### src/rtl/hv_rac_pkg.sv
// Shared types and constants for the register-access arbiter.
// FSM states, arbitration modes and operation encodings.
package hv_rac_pkg;

  typedef enum logic [1:0] {
    IDLE,
    ISSUE,
    WAIT
  } rac_st_e;

  localparam int ARB_FIXED = 0;
  localparam int ARB_RR    = 1;

  localparam logic WR_OP = 1'b1;
  localparam logic RD_OP = 1'b0;

endpackage

### src/rtl/hv_rr_arb.sv
// Combinational N-way arbiter: fixed priority or round-robin
// search starting at ptr; returns one-hot grant and its index.
module hv_rr_arb
  import hv_rac_pkg::*;
#(
  parameter int N_CH = 3,
  parameter int IW   = $clog2(N_CH)
) (
  input  logic [N_CH-1:0] req,
  input  logic [IW-1:0]   ptr,
  input  logic            mode,
  output logic [N_CH-1:0] gnt,
  output logic [IW-1:0]   idx,
  output logic            any
);

  int base;
  int j;

  always_comb begin
    gnt  = '0;
    idx  = '0;
    any  = 1'b0;
    j    = 0;
    base = (int'(mode) == ARB_RR) ? int'(ptr) : 0;
    for (int i = 0; i < N_CH; i++) begin
      j = (base + i) % N_CH;
      if (!any && req[j]) begin
        any    = 1'b1;
        gnt[j] = 1'b1;
        idx    = IW'(j);
      end
    end
  end

endmodule

### src/rtl/hv_reg_access_arb_n.sv
// N-channel register-access arbiter: one transaction in flight,
// ack routed to the granted channel, lost acks become errors.
module hv_reg_access_arb_n
  import hv_rac_pkg::*;
#(
  parameter int N_CH      = 3,
  parameter int REG_AW    = 7,
  parameter int REG_DW    = 8,
  parameter int REG_CRC_W = 8,
  parameter int ARB_MODE  = 0,
  parameter int ACK_TO    = 15
) (
  input  logic                        i_clk,
  input  logic                        i_rst,
  input  logic [N_CH-1:0]             i_ch_wr_req,
  input  logic [N_CH-1:0]             i_ch_rd_req,
  input  logic [N_CH*REG_AW-1:0]      i_ch_addr,
  input  logic [N_CH*REG_DW-1:0]      i_ch_wdata,
  input  logic [N_CH*REG_CRC_W-1:0]   i_ch_wcrc,
  output logic [N_CH-1:0]             o_ch_wack,
  output logic [N_CH-1:0]             o_ch_rack,
  output logic [N_CH-1:0]             o_ch_err,
  output logic [REG_DW-1:0]           o_rsp_rdata,
  output logic [REG_CRC_W-1:0]        o_rsp_rcrc,
  output logic                        o_reg_wen,
  output logic                        o_reg_ren,
  output logic [REG_AW-1:0]           o_reg_addr,
  output logic [REG_DW-1:0]           o_reg_wdata,
  output logic [REG_CRC_W-1:0]        o_reg_wcrc,
  input  logic                        i_reg_wack,
  input  logic                        i_reg_rack,
  input  logic [REG_DW-1:0]           i_reg_rdata,
  input  logic [REG_CRC_W-1:0]        i_reg_rcrc,
  output logic                        o_busy,
  output logic [$clog2(N_CH)-1:0]     o_grant_id
);

  localparam int IW = $clog2(N_CH);
  localparam int CW = $clog2(ACK_TO + 1);

  rac_st_e st, st_nxt;

  logic            op;
  logic [IW-1:0]   id;
  logic [IW-1:0]   ptr;
  logic [CW-1:0]   cnt;
  logic [N_CH-1:0] req;
  logic [N_CH-1:0] gnt;
  logic [N_CH-1:0] sel;
  logic [IW-1:0]   widx;
  logic            any;
  logic            wr_sel;
  logic            hit;
  logic            tmo;
  logic            live;

  assign req    = i_ch_wr_req | i_ch_rd_req;
  assign wr_sel = |(gnt & i_ch_wr_req);

  hv_rr_arb #(
    .N_CH (N_CH),
    .IW   (IW)
  ) u_arb (
    .req  (req),
    .ptr  (ptr),
    .mode (ARB_MODE == ARB_RR),
    .gnt  (gnt),
    .idx  (widx),
    .any  (any)
  );

  assign hit = (st == WAIT) &&
               ((op == WR_OP) ? i_reg_wack : i_reg_rack);
  // An ack arriving on the last allowed cycle beats the timeout.
  assign tmo = (st == WAIT) && !hit && (cnt == CW'(ACK_TO));

  always_comb begin
    st_nxt = st;
    unique case (st)
      IDLE:    if (any) st_nxt = ISSUE;
      ISSUE:   st_nxt = WAIT;
      WAIT:    if (hit || tmo) st_nxt = IDLE;
      default: st_nxt = IDLE;
    endcase
  end

  always_ff @(posedge i_clk) begin
    if (i_rst) begin
      st          <= IDLE;
      op          <= RD_OP;
      id          <= '0;
      ptr         <= '0;
      cnt         <= '0;
      o_reg_addr  <= '0;
      o_reg_wdata <= '0;
      o_reg_wcrc  <= '0;
    end else begin
      st  <= st_nxt;
      cnt <= (st == WAIT) ? cnt + 1'b1 : '0;
      if (st == IDLE && any) begin
        id         <= widx;
        op         <= wr_sel;
        o_reg_addr <= i_ch_addr[widx*REG_AW +: REG_AW];
        if (wr_sel) begin
          o_reg_wdata <= i_ch_wdata[widx*REG_DW +: REG_DW];
          o_reg_wcrc  <= i_ch_wcrc[widx*REG_CRC_W +: REG_CRC_W];
        end
      end
      if (hit || tmo)
        ptr <= (id == IW'(N_CH - 1)) ? '0 : id + 1'b1;
    end
  end

  // Reset cycle masks everything so an abandoned transfer never acks.
  assign live = !i_rst;
  assign sel  = N_CH'(1) << id;

  assign o_busy     = live && (st != IDLE);
  assign o_grant_id = id;
  assign o_reg_wen  = live && (st == ISSUE) && (op == WR_OP);
  assign o_reg_ren  = live && (st == ISSUE) && (op == RD_OP);

  assign o_ch_wack = (live && hit && op == WR_OP) ? sel : '0;
  assign o_ch_rack = (live && hit && op == RD_OP) ? sel : '0;
  assign o_ch_err  = (live && tmo) ? sel : '0;

  assign o_rsp_rdata = (live && hit && op == RD_OP) ? i_reg_rdata : '0;
  assign o_rsp_rcrc  = (live && hit && op == RD_OP) ? i_reg_rcrc : '0;

endmodule

### config.mk
export PLATFORM = sky130hd
export DESIGN_NAME = hv_reg_access_arb_n
export DESIGN_NICKNAME = d
export VERILOG_FILES = /design/src/rtl/hv_rac_pkg.sv /design/src/rtl/hv_rr_arb.sv /design/src/rtl/hv_reg_access_arb_n.sv
export SDC_FILE = /design/constraint.sdc
export NUM_CORES = 1
export LEC_CHECK = 0
export CAP_MARGIN = 20
export CELL_PAD_IN_SITES_DETAIL_PLACEMENT = 0
export CELL_PAD_IN_SITES_GLOBAL_PLACEMENT = 1
export CORE_ASPECT_RATIO = 1.2
export CORE_MARGIN = 10
export CORE_UTILIZATION = 24
export DETAILED_ROUTE_END_ITERATION = 10
export GPL_TIMING_DRIVEN = 0
export PLACE_DENSITY = 0.92
export RECOVER_POWER = 100
export SYNTH_ARGS = -nofsm -noshare
export SYNTH_HDL_FRONTEND = slang
export SYNTH_SLANG_ARGS = --single-unit
### constraint.sdc
create_clock -name i_clk -period 3.5 [get_ports i_clk]
set_input_delay 1.05 -clock i_clk [delete_from_list [all_inputs] [get_ports i_clk]]
set_output_delay 1.05 -clock i_clk [all_outputs]
set_load 0.02 [all_outputs]
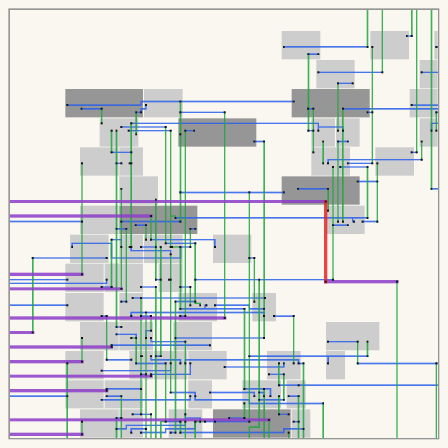
**Above:** run 1 (close-up of the layout).
Region (5, 68) to (45, 108) um. Cells in gray, sequential cells in the stronger gray; small squares are vias.
Key: met3 = purple; met4 = red; met1 = blue; met2 = green
Most frequent: clkdlybuf4s50_1 (21). 52 logic cells have their middle in the window. Sequential cells in the window: 6. Netlist names of flops here include o_reg_wdata (5), o_reg_wcrc (1).

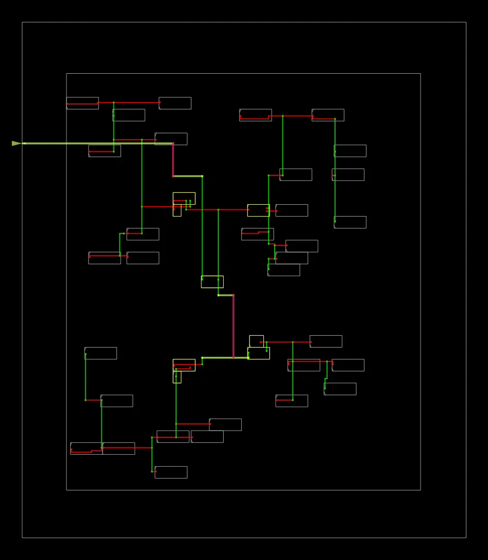
**Above:** run 1 (clock wiring as the flow saved it).
Flops: 32
clk ins delay skew pair: 0.28 ns
# clk buffers: 5
CTS sink cnt: 32
CTS Buf Count: 5

==> CHANGELOG.md, run 1 <==
## Flow update

- Final worst-path setup slack: between 0.05 and 0.06 ns
- Post-DRT Antenna Nets: 0
- Outcome: finished, final reports clean
- Clock Path Buffers: 2
- Pre-CTS setup slack: -0.506 ns
- CTS root buf: clkbuf_8
- Max-slew violations: 0
- Remaining Overflow, GRT: 0
- CP Cell Sequence: clkdlybuf4s50_1, nand2b_4, or2_2, nor2_1, dlygate4sd2_1
- CP endpoint kind: output pin
- Yosys chip area: about 1900 um2
- Worst Setup Start Kind: primary input
- Final Cycle Share: a little over nine tenths
- Avg Inst Size Synth: approximately 8.6 um2
- Area leader share: between 30% and 40%
- Met2 Use GR: 22.4%
- Synth Seq Share: about a third
- Yosys top cell by area: dfxtp_1
- Top cells by count: 32 x dfxtp_1, 25 x nor2_1, 23 x and3_1
- Die width: ~100 um
- Most common cell in the netlist: dfxtp_1
- Post-synth EDFFs: 0
- Layout area overhead: 86.1%
- H-tree depth: 2
- Fin crit period: roughly 3.4 ns
- Ys cells: 223
- Nets: approximately 470
- Area post-placement: approximately 3500 um2
- Slew margin rel.: between 50% and 60%
- CTS tree: yes
- Layout cells sized above 1: around a tenth
- Crit Path Class: primary input to output pin
- Worst path slowest cell: clkdlybuf4s50_1
- Synth warn: 0
- Arrival @ worst endpoint: approximately 2.4 ns
- Vias in the first global route: roughly 2600
- Post-synth ARST share: 0%
- Max IR drop VDD: around 180 uV
- Yosys cell types: 35
- Final setup viols: 0
- Most used routing layer: met2
- DRC: 0
- Highest clock rate: between 200 and 300 MHz
- Post-CTS Repair Setup Buffers: 0
- CP top delay family: buffers and inverters
- Die ar.: approximately 12000 um2
- Final Cell Area: about 3600 um2
- Ant diodes: 0
- Worst Tran Pin Value: approximately 0.74 ns
- Max incr delay on CP: about 0.51 ns
- Total power: 1.10 mW
- Crit-path max FO: 4
- I/O pin total: 148
- WP buf/inv: 2
- Post-synthesis cell count: about 220
- Synth flops: 32
- Post-Syn Nets: about 320
- Number of vias per cell: just under 5
- Clk_skew: 0.0116 ns
- DP Cell Count: ~460
- Floorplan core density: between 20 and 25%
- FP Rows: 35
- Finished Layout Cells: between 400 and 500
- Die Ht: 118 um
- Routed wire per std cell: around 18 um
- Fillers: slightly below 800
- First-pass DRT Iterations: 4
- Clock-pin slew on the worst setup and hold paths: ~0.06 ns
- PortBufs: between 100 and 150
- Largest net degree at the start of global routing: 12
- Routing usage on met3: roughly 7.7%
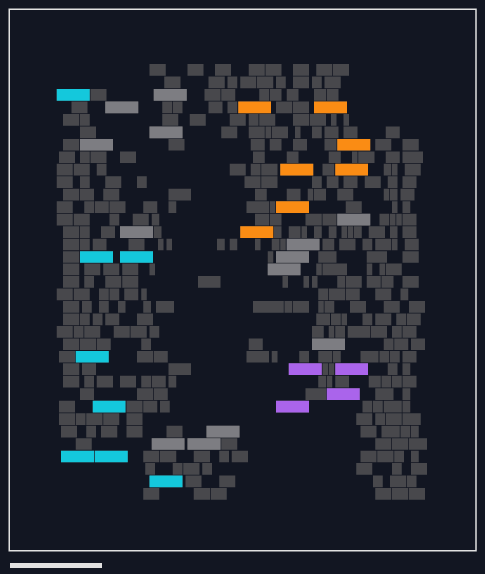
**Above:** run 1 (sequential cells colored by netlist name).
The bar under the picture is 20 um long.
Key: o_reg_wcrc = cyan [placed flops 8]; o_reg_addr = orange [placed flops 7]; cnt = purple [placed flops 4]
Another 13 sequential cells are not colored.
Seq area share: 18.0%
Finished Core Util: 46.2%
seq pwr: 0.426 mW
FF+latch area: 641 um2

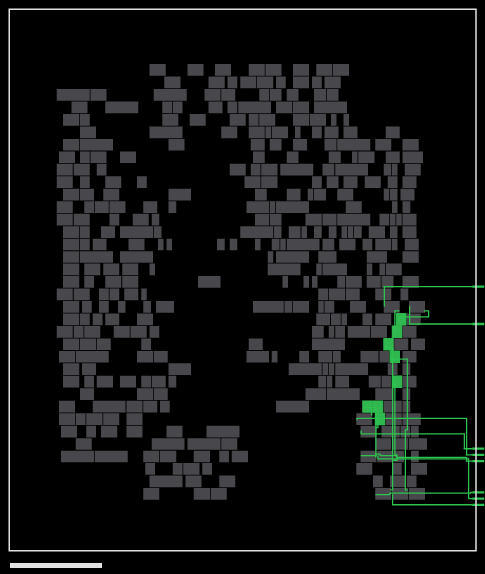
**Above:** run 1 (port wiring).
The bar under the picture is 20 um long.
Key: i_reg_rdata = green [bits 8, direction input, end cells 8, wire 317 um]

-- run 1: worst reg2reg max path: cells and delay by family (launching register included) --
kind,cells,cell delay (ns)
buffers and inverters,1,0.37
AND/OR/NAND/NOR,1,0.13
AND-OR/OR-AND,2,0.77
flip-flops,1,0.44
-- run 1: state kept, by name, indices dropped and copies added, names as in the netlist --
signal / flops
cnt: 4
o_reg_wdata: 8
st: 2
o_grant_id: 2
o_reg_addr: 7
o_reg_wcrc: 8
op: 1
-- run 1: routing by layer --
layer	wire length, um	part of all wire, %
met1	3300	40
met2	3830	46
met3	1140	14
met4	51	0.61
met5	0	0
-- run 1: final cells by class --
type | count | area (um2) | share of cell area, %
repair buffers | 146 | 1420 | 39.8
multi-input cells | 171 | 1200 | 33.6
flip-flops and latches | 32 | 641 | 18.0
well taps | 92 | 115 | 3.23
plain buffers | 19 | 100 | 2.81
clock buffers | 5 | 68.8 | 1.93
clock inverters | 3 | 18.8 | 0.527
inverters | 1 | 3.75 | 0.105
-- run 1: path summary, 6_finish.rpt --
kind	startpoint	endpoint	slack (ns)	depth (start not counted)
hold reg to reg	cnt[0]$_SDFF_PP0_	cnt[0]$_SDFF_PP0_	0.45	1
hold / removal	cnt[0]$_SDFF_PP0_	cnt[0]$_SDFF_PP0_	0.45	1
setup / recovery	i_reg_rack	o_ch_rack[1]	0.05	5
setup reg to reg	st[1]$_SDFFE_PP0P_	o_reg_wdata[1]$_SDFFE_PP0P_	1.74	4
-- run 1: where the power goes --
part           internal (mW)  total, mW  switching [mW]
Sequential             0.402      0.426          0.0246
Clock                  0.139      0.284           0.145
Combinational          0.224      0.394           0.170
Total                  0.764       1.10           0.340
-- run 1: cells by family after synthesis --
logic type | count (synthesis) | synth area share [%]
AND-OR/OR-AND | 53 | 24.1
AND/OR/NAND/NOR | 114 | 35.1
buffers and inverters | 20 | 5.23
adder cells (fa/ha/maj) | 1 | 0.654
flip-flops | 32 | 33.5
multiplexers | 1 | 0.523
XOR/XNOR | 2 | 0.916
-- run 1: what timing repair did --
item	CTS	global route
gates resized	49	12
setup endpoints to repair	25	15
hold buffers	0	0
-- run 1: per-stage QoR --
stage | TNS, ns | utilization, % | hold WS (ns)
after floorplan | 0 | - | 0.418
after global placement | -6.97 | 45.3 | 0.431
after detailed placement | -7.32 | 45.3 | 0.440
after CTS | -0.00981 | 46.4 | 0.449
after global routing | -0.000594 | 46.2 | 0.482
final | 0 | 46.2 | 0.449
-- run 1: layout by cell type, fill, tap and decap left out, types with 6 or more instances in the layout --
| cell | n |
|---|---|
| clkdlybuf4s50_1 | 119 |
| dfxtp_1 | 32 |
| nor2_1 | 24 |
| and3_1 | 23 |
| nand2b_1 | 18 |
| a211o_1 | 18 |
| and2_1 | 16 |
| a32o_1 | 16 |
| dlygate4sd2_1 | 14 |
| buf_2 | 9 |
| clkbuf_1 | 8 |
| a211oi_1 | 7 |
| nand3b_1 | 7 |
| o41ai_1 | 7 |
| clkbuf_2 | 6 |
==> run 1 -> run 2 <==
- CORE_UTILIZATION: 24 -> 20
- PLACE_DENSITY: 0.92 -> 0.83
- clock period: 3.5 -> 3.1 ns (I/O delays scaled with it)
==> CHANGELOG.md, run 2 <==
## Flow update

- Crit-path max FO: 3 (-1)
- Clock Path Buffers: 2 (unchanged)
- Ant diodes: 0 (unchanged)
- Highest clock rate: between 300 and 400 MHz
- Final Cycle Share: 97.4%
- Floorplan core density: 20.3% (-4.5 points)
- Worst Setup Start Kind: primary input
- Hold WC Path Type: register to register
- Top cells by count: 32 x dfxtp_1, 25 x nor2_1, 23 x and3_1
- Finished Layout Cells: 500 (+6.6%)
- Post-Syn Nets: 319 (unchanged)
- Max incr delay on CP: 0.49 ns (-0.02 ns)
- Die width: 109 um (+7.7%)
- Vias in the first global route: 2518 (-1.3%)
- Routed wire per std cell: 17.5 um (-1.5%)
- Unrepaired setup endpoints after global routing: false
- CP top delay family: buffers and inverters
- Die Ht: 127 um (+7.9%)
- Fin crit period: between 3 and 4 ns
- Top Layout Cells: 91 x clkdlybuf4s50_1, 32 x dfxtp_1, 27 x dlygate4sd3_1
- Nets: 472 (unchanged)
- Ys cells: 223 (unchanged)
- Layout cells sized above 1: 10.9% (+0.80 points)
- Reg2reg setup slack: 1.40 ns (-0.34 ns)
- Max IR drop VDD: 229 uV (+27%)
- Yosys chip area: 1910 um2 (unchanged)
- I/O pin total: 148 (unchanged)
- Post-synth ARST share: 0% (unchanged)
- Worst path slowest cell: clkdlybuf4s50_1
- Clk_skew: 0.00927 ns (-0.00231 ns)
- Mapped Area: 1910 um2
- First-pass DRT Iterations: 6 (+2)
- Worst Tran Pin Value: 0.722 ns (-0.0195 ns)
- Yosys cell types: 35 (unchanged)
- Post-CTS Repair Setup Buffers: 0 (unchanged)
- CTS sink cnt: 32 (unchanged)
- Post-synthesis cell count: 223 (unchanged)
- WP buf/inv: 2 (unchanged)
- Biggest registers after layout: o_reg_wcrc (8), o_reg_wdata (8), o_reg_addr (7)
- Synth Seq Share: 33.5% (unchanged)
- Log Warnings: 26
- Routability cong.: ~0.80
- Arrival @ worst endpoint: 2.09 ns (-0.31 ns)
- Avg Inst Size Synth: 8.58 um2 (unchanged)
- DRC: 0 (unchanged)
- Most common cell in the netlist: dfxtp_1
- Clock-pin slew on the worst setup and hold paths: 0.05 ns (about the same)
- CTS Buf Count: 5 (unchanged)
- CP endpoint kind: output pin
- Remaining Overflow, GRT: 0 (unchanged)
- CP Cell Sequence: clkdlybuf4s50_1, nand3_1, nor3_1, dlygate4sd2_1
- PwrDens: between 400 and 500 nW/um2
- Initial antenna violation count: 0
- Area post-placement: 3530 um2 (+1.1%)
- Area leader share: 33.5% (unchanged)
- Die ar.: 13900 um2 (+16%)
- Outcome: finished, final reports clean
- CTS root buf: clkbuf_16
- Slew margin rel.: 51.9% (+1.3 points)
- Vias after detailed routing: 2321
- Crit Path Class: primary input to output pin
- Max Cap Viol: 0
- Synth flops: 32 (unchanged)
- Yosys top cell by area: dfxtp_1
- CTS tree: yes
- PortBufs: 146 (unchanged)
- DP Cell Count: 492 (+6.7%)
- Max-slew violations: 0 (unchanged)
- Largest net degree at the start of global routing: 11 (-1)
- Most frequent logic cell in the layout: clkdlybuf4s50_1
- Synth warn: 0 (unchanged)
- Post-DRT Antenna Nets: 0 (unchanged)
- Final Cell Area: 3600 um2 (+0.98%)
- Number of vias per cell: 4.64 (-5.6%)
- FP Rows: 39 (+11%)
- Final setup viols: 0 (unchanged)
- Hold_ws: 0.446 ns (-0.00215 ns)
- Hold buffers post-CTS: 0 (unchanged)
- Layout area overhead: 88.0%
- H-tree depth: 2 (unchanged)
- Post-synth EDFFs: 0 (unchanged)
run 2: cell types whose count changed in the layout (fill, tap and decap cells not counted), moves of 4 or more:
cell and delta:
clkbuf_1 +7, clkbuf_8 -5, dlygate4sd2_1 -10, dlygate4sd3_1 +27, clkdlybuf4s15_2 -4, clkdlybuf4s50_1 -28, clkbuf_2 +13, clkbuf_16 +5
buf_2 -4
run 2: layout make-up:
class                      instances  area, um2
buffer                            19       97.6
clock buffer                       6        129
clock inverter                     2       35.0
fill                             988       5820
inverter                           1       3.75
multi-input combinational        171       1190
sequential                        32        641
tap                              123        154
timing repair buffer             146       1350
run 2: routing by layer:
layer	part of all wire, %	GRT usage [%]
met1	41	12.8
met2	45	20.5
met3	13	6.74
met4	0.85	2.84
met5	0	0
run 2: timing repair:
item / in CTS / in global routing
pin swaps: 1 / 3
resized: 78 / 32
endpoints found under the setup margin: 27 / 24
run 2: final timing paths:
check                     startpoint                          end  depth (start not counted)
setup / recovery          i_reg_wack                 o_ch_wack[0]                          4
hold / removal     cnt[0]$_SDFF_PP0_            cnt[0]$_SDFF_PP0_                          1
setup reg to reg  st[1]$_SDFFE_PP0P_  o_reg_wdata[0]$_SDFFE_PP0P_                          4
hold reg to reg    cnt[0]$_SDFF_PP0_            cnt[0]$_SDFF_PP0_                          1
run 2: cells by family after synthesis:
| kind of cell | after synthesis | synth area share (%) |
|---|---|---|
| simple gates | 114 | 35.1 |
| mux | 1 | 0.523 |
| buf+inv | 20 | 5.23 |
| xor+xnor | 2 | 0.916 |
| fa+ha+maj | 1 | 0.654 |
| compound gates | 53 | 24.1 |
| flops | 32 | 33.5 |
run 2: where the power goes:
group / total [mW] / switching, mW / internal, mW
clock network: 0.551 / 0.174 / 0.377
registers: 0.479 / 0.0245 / 0.454
logic: 0.428 / 0.195 / 0.234
run 2: metrics by stage:
step | power (mW) | setup slack (ns) | TNS, ns | util (%)
5_1_grt | 1.53 | 0.0236 | 0 | 38.2
6_report | 1.46 | 0.0805 | 0 | 38.2
4_1_cts | 1.50 | 0.00275 | 0 | 38.6
3_5_place_dp | 0.939 | -0.648 | -11.36 | 37.5
2_1_floorplan | 0.685 | 0.0628 | 0 | -
3_3_place_gp | 0.934 | -0.645 | -11.19 | 37.5
run 2: worst reg2reg max path: stages, from the launching register on:
cell	delay, ns
dfxtp_1	0.41
nor2_1	0.12
a21oi_1	0.58
clkbuf_2	0.38
a32o_1	0.17
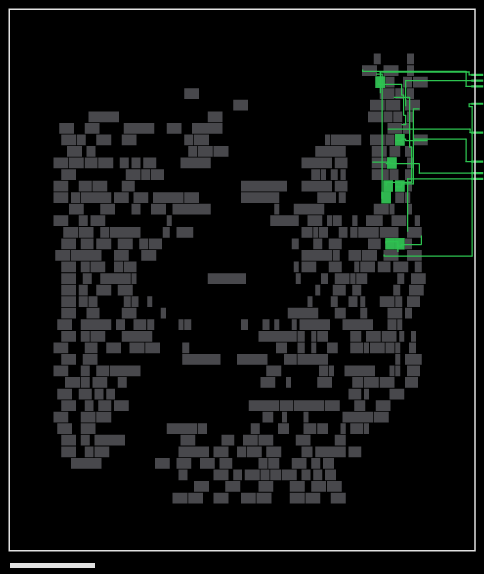
**Above:** run 2 (port wiring).
The bar under the picture is 20 um long.
Key: i_reg_rdata = green [bits 8, direction input, end cells 8, wire 357 um]

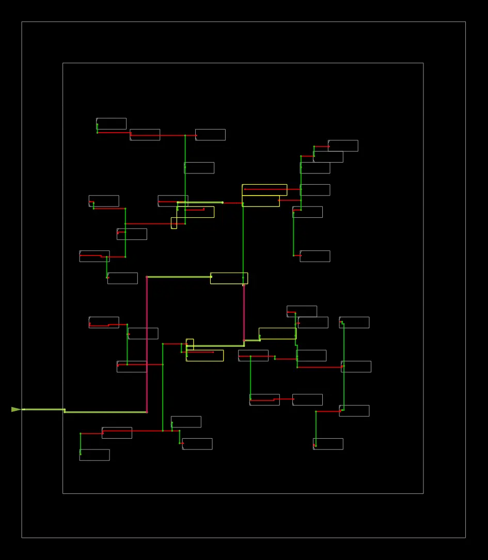
**Above:** run 2 (clock wiring as the flow saved it).
# clk buffers: 6
Clock net power: 0.551 mW
clk ins delay skew pair: 0.27 ns

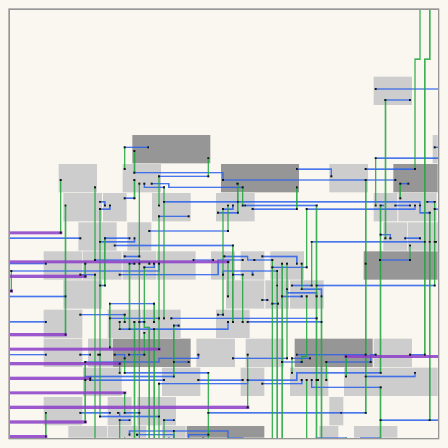
**Above:** run 2 (close-up of the layout).
Region (7, 75) to (47, 115) um. Cells in gray, sequential cells in the stronger gray; small squares are vias.
Key: met1 = blue; met3 = purple; met2 = green
Netlist names of flops here include o_reg_wcrc (3), o_reg_wdata (3). Most frequent: clkdlybuf4s50_1 (16), nand2b_1 (7). Sequential cells in the window: 6. 49 logic cells have their middle in the window.

==> run 2 -> run 3 <==
- SLEW_MARGIN: default -> 10
==> CHANGELOG.md, run 3 <==
## Flow update

- Post-Syn Nets: 319 (unchanged)
- Max-slew violations: 0 (unchanged)
- Avg Inst Size Synth: 8.58 um2 (unchanged)
- Combinational Area: 1190 um2 (unchanged)
- Floorplan core density: 20.3% (unchanged)
- PwrDens: 406 nW/um2 (unchanged)
- Final setup TNS: 0 ns (unchanged)
- DR WL met2: 3890 um (unchanged)
- Synth flops: 32 (unchanged)
- Unrepaired setup endpoints after global routing: false
- Mapped Area: 1910 um2 (unchanged)
- Die ar.: 13900 um2 (unchanged)
- Vias after detailed routing: 2321 (unchanged)
- Outcome: finished, final reports clean
- R2r worst-path depth: 4 (unchanged)
- Max incr delay on CP: 0.49 ns (about the same)
- Fin crit period: 3.02 ns (unchanged)
- Reg2Reg Capture Point: o_reg_wdata[0]$_SDFFE_PP0P_
- Final Cycle Share: 97.4% (unchanged)
- Largest net degree at the start of global routing: 11 (unchanged)
- DRC: 0 (unchanged)
- Arrival @ worst endpoint: 2.09 ns (about the same)
- Routed wire per std cell: 17.5 um (unchanged)
- Routability cong.: 0.798 (unchanged)
- Ys cells: 223 (unchanged)
- Layout cells sized above 1: 10.9% (unchanged)
- Yosys top cell by area: dfxtp_1
- FF+latch area: 641 um2 (unchanged)
- Yosys chip area: 1910 um2 (unchanged)
- Max IR drop VDD: 229 uV (unchanged)
- Vias in the first global route: 2518 (unchanged)
- Top cells by count: 32 x dfxtp_1, 25 x nor2_1, 23 x and3_1
- CP endpoint kind: output pin
- DP Cell Count: 492 (unchanged)
- Yosys cell types: 35 (unchanged)
- Area leader share: 33.5% (unchanged)
- Reg2reg setup slack: 1.40 ns (about the same)
- Critical path destination: o_ch_wack[0]
- Final Cell Area: 3600 um2 (unchanged)
- Crit path from: i_reg_wack
- CTS Buf Count: 5 (unchanged)
- Pre-CTS setup slack: -0.648 ns (unchanged)
- Finished Layout Cells: 500 (unchanged)
- Final setup viols: 0 (unchanged)
- CP Cell Sequence: clkdlybuf4s50_1, nand3_1, nor3_1, dlygate4sd2_1
- Synth Seq Share: 33.5% (unchanged)
- Max Cap Viol: 0 (unchanged)
- Launching point of the worst reg2reg path: st[1]$_SDFFE_PP0P_
- Layout area overhead: 88.0% (unchanged)
- Number of vias per cell: 4.64 (unchanged)
- Remaining Overflow, GRT: 0 (unchanged)
- Slew margin rel.: 51.9% (unchanged)
- Clk ins delay skew pair: 0.27 ns (about the same)
- Met3 wire length: 1150 um (unchanged)
- Worst Setup Start Kind: primary input
- Critical Path Stages: 4 (unchanged)
- Ant diodes: 0 (unchanged)
- Most frequent logic cell in the layout: clkdlybuf4s50_1
- DR top layer: met4
- Initial antenna violation count: 0 (unchanged)
- I/O pin total: 148 (unchanged)
- Biggest registers after layout: o_reg_wcrc (8), o_reg_wdata (8), o_reg_addr (7)
- CTS root buf: clkbuf_16
- Crit Path Class: primary input to output pin
- Post-synth ARST share: 0% (unchanged)
- First-pass DRT Iterations: 6 (unchanged)
- Die Ht: 127 um (unchanged)
- Worst path slowest cell: clkdlybuf4s50_1
- Most common cell in the netlist: dfxtp_1
- Area post-placement: 3530 um2 (unchanged)
- Total power: 1.46 mW (unchanged)
- Clock Path Buffers: 2 (unchanged)
- Post-DRT Antenna Nets: 0 (unchanged)
- CP top delay family: buffers and inverters
- Hold WC Path Type: register to register
- Worst Tran Pin Value: 0.722 ns (unchanged)
- Hold buffers post-CTS: 0 (unchanged)
- Clock-pin slew on the worst setup and hold paths: 0.05 ns (about the same)
- PortBufs: 146 (unchanged)
==> run 3: cell counts in the layout (fill, tap and decap cells not counted) <==
No cell type changed its count.
==> run 3: worst min-delay path by stage <==
| stage | cells past startpoint | end | startpoint | slack [ns] |
|---|---|---|---|---|
| after floorplan | 1 | cnt[0]$_SDFF_PP0_ | cnt[0]$_SDFF_PP0_ | 0.42 |
| after global placement | 1 | cnt[0]$_SDFF_PP0_ | cnt[0]$_SDFF_PP0_ | 0.43 |
| after detailed placement | 1 | cnt[0]$_SDFF_PP0_ | cnt[0]$_SDFF_PP0_ | 0.44 |
| after CTS | 1 | cnt[0]$_SDFF_PP0_ | cnt[0]$_SDFF_PP0_ | 0.45 |
| after global routing | 1 | o_reg_wcrc[3]$_SDFFE_PP0P_ | o_reg_wcrc[3]$_SDFFE_PP0P_ | 0.48 |
| final | 1 | cnt[0]$_SDFF_PP0_ | cnt[0]$_SDFF_PP0_ | 0.45 |
==> run 3: layout make-up <==
class,count,area share (%)
repair buffers,146,37.4
multi-input cells,171,33.1
flip-flops and latches,32,17.8
well taps,123,4.28
clock buffers,6,3.58
plain buffers,19,2.71
clock inverters,2,0.974
inverters,1,0.104
==> run 3: cell families after synthesis <==
family | share of synthesized area (%)
and+or+nand+nor | 35.1
AOI/OAI and AO/OA | 24.1
DFF | 33.5
buffers and inverters | 5.23
xor gates and xnor gates | 0.916
muxes | 0.523
adders and majority gates | 0.654
==> run 3: what timing repair did <==
| action | CTS | global route |
|---|---|---|
| setup buffers | 0 | 0 |
| gates cloned | 0 | 0 |
| endpoints found under the setup margin | 27 | 24 |
| resized | 78 | 32 |
| pin swaps | 1 | 3 |
==> run 3: report_power, final <==
part | total, mW | switching, mW | internal (mW)
Combinational | 0.428 | 0.195 | 0.234
Clock | 0.551 | 0.174 | 0.377
Sequential | 0.479 | 0.0245 | 0.454
Total | 1.46 | 0.393 | 1.07
==> run 3: layer usage <==
metal / track usage [%] / vias up
li1: - / 1139
met1: 12.8 / 1047
met2: 20.5 / 129
met3: 6.74 / 6
met4: 2.84 / 0
met5: 0 / -
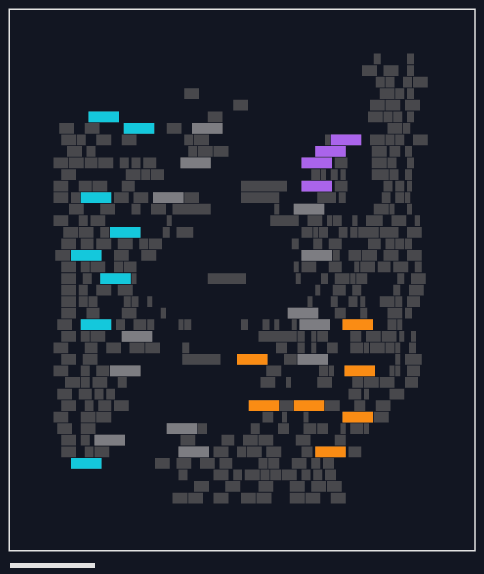
**Above:** run 3 (sequential cells colored by netlist name).
The bar under the picture is 20 um long.
Key: o_reg_addr = orange [placed flops 7]; cnt = purple [placed flops 4]; o_reg_wcrc = cyan [placed flops 8]
Another 13 sequential cells are not colored.

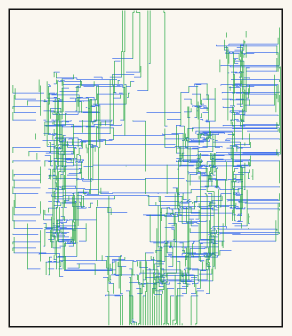
**Above:** run 3 (wiring by layer).
Only two layers are drawn.
Key: met2 = green [wire length 3890 um]; met1 = blue [wire length 3630 um]

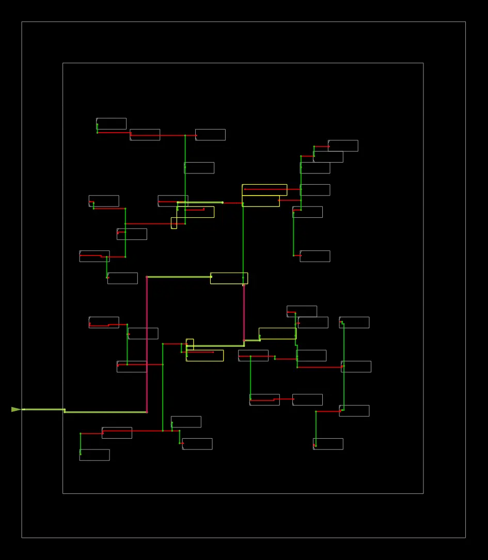
**Above:** run 3 (clock wiring as the flow saved it).
clk_skew: 0.00927 ns

No activity file was given, so power comes from the tool's default toggle rates.
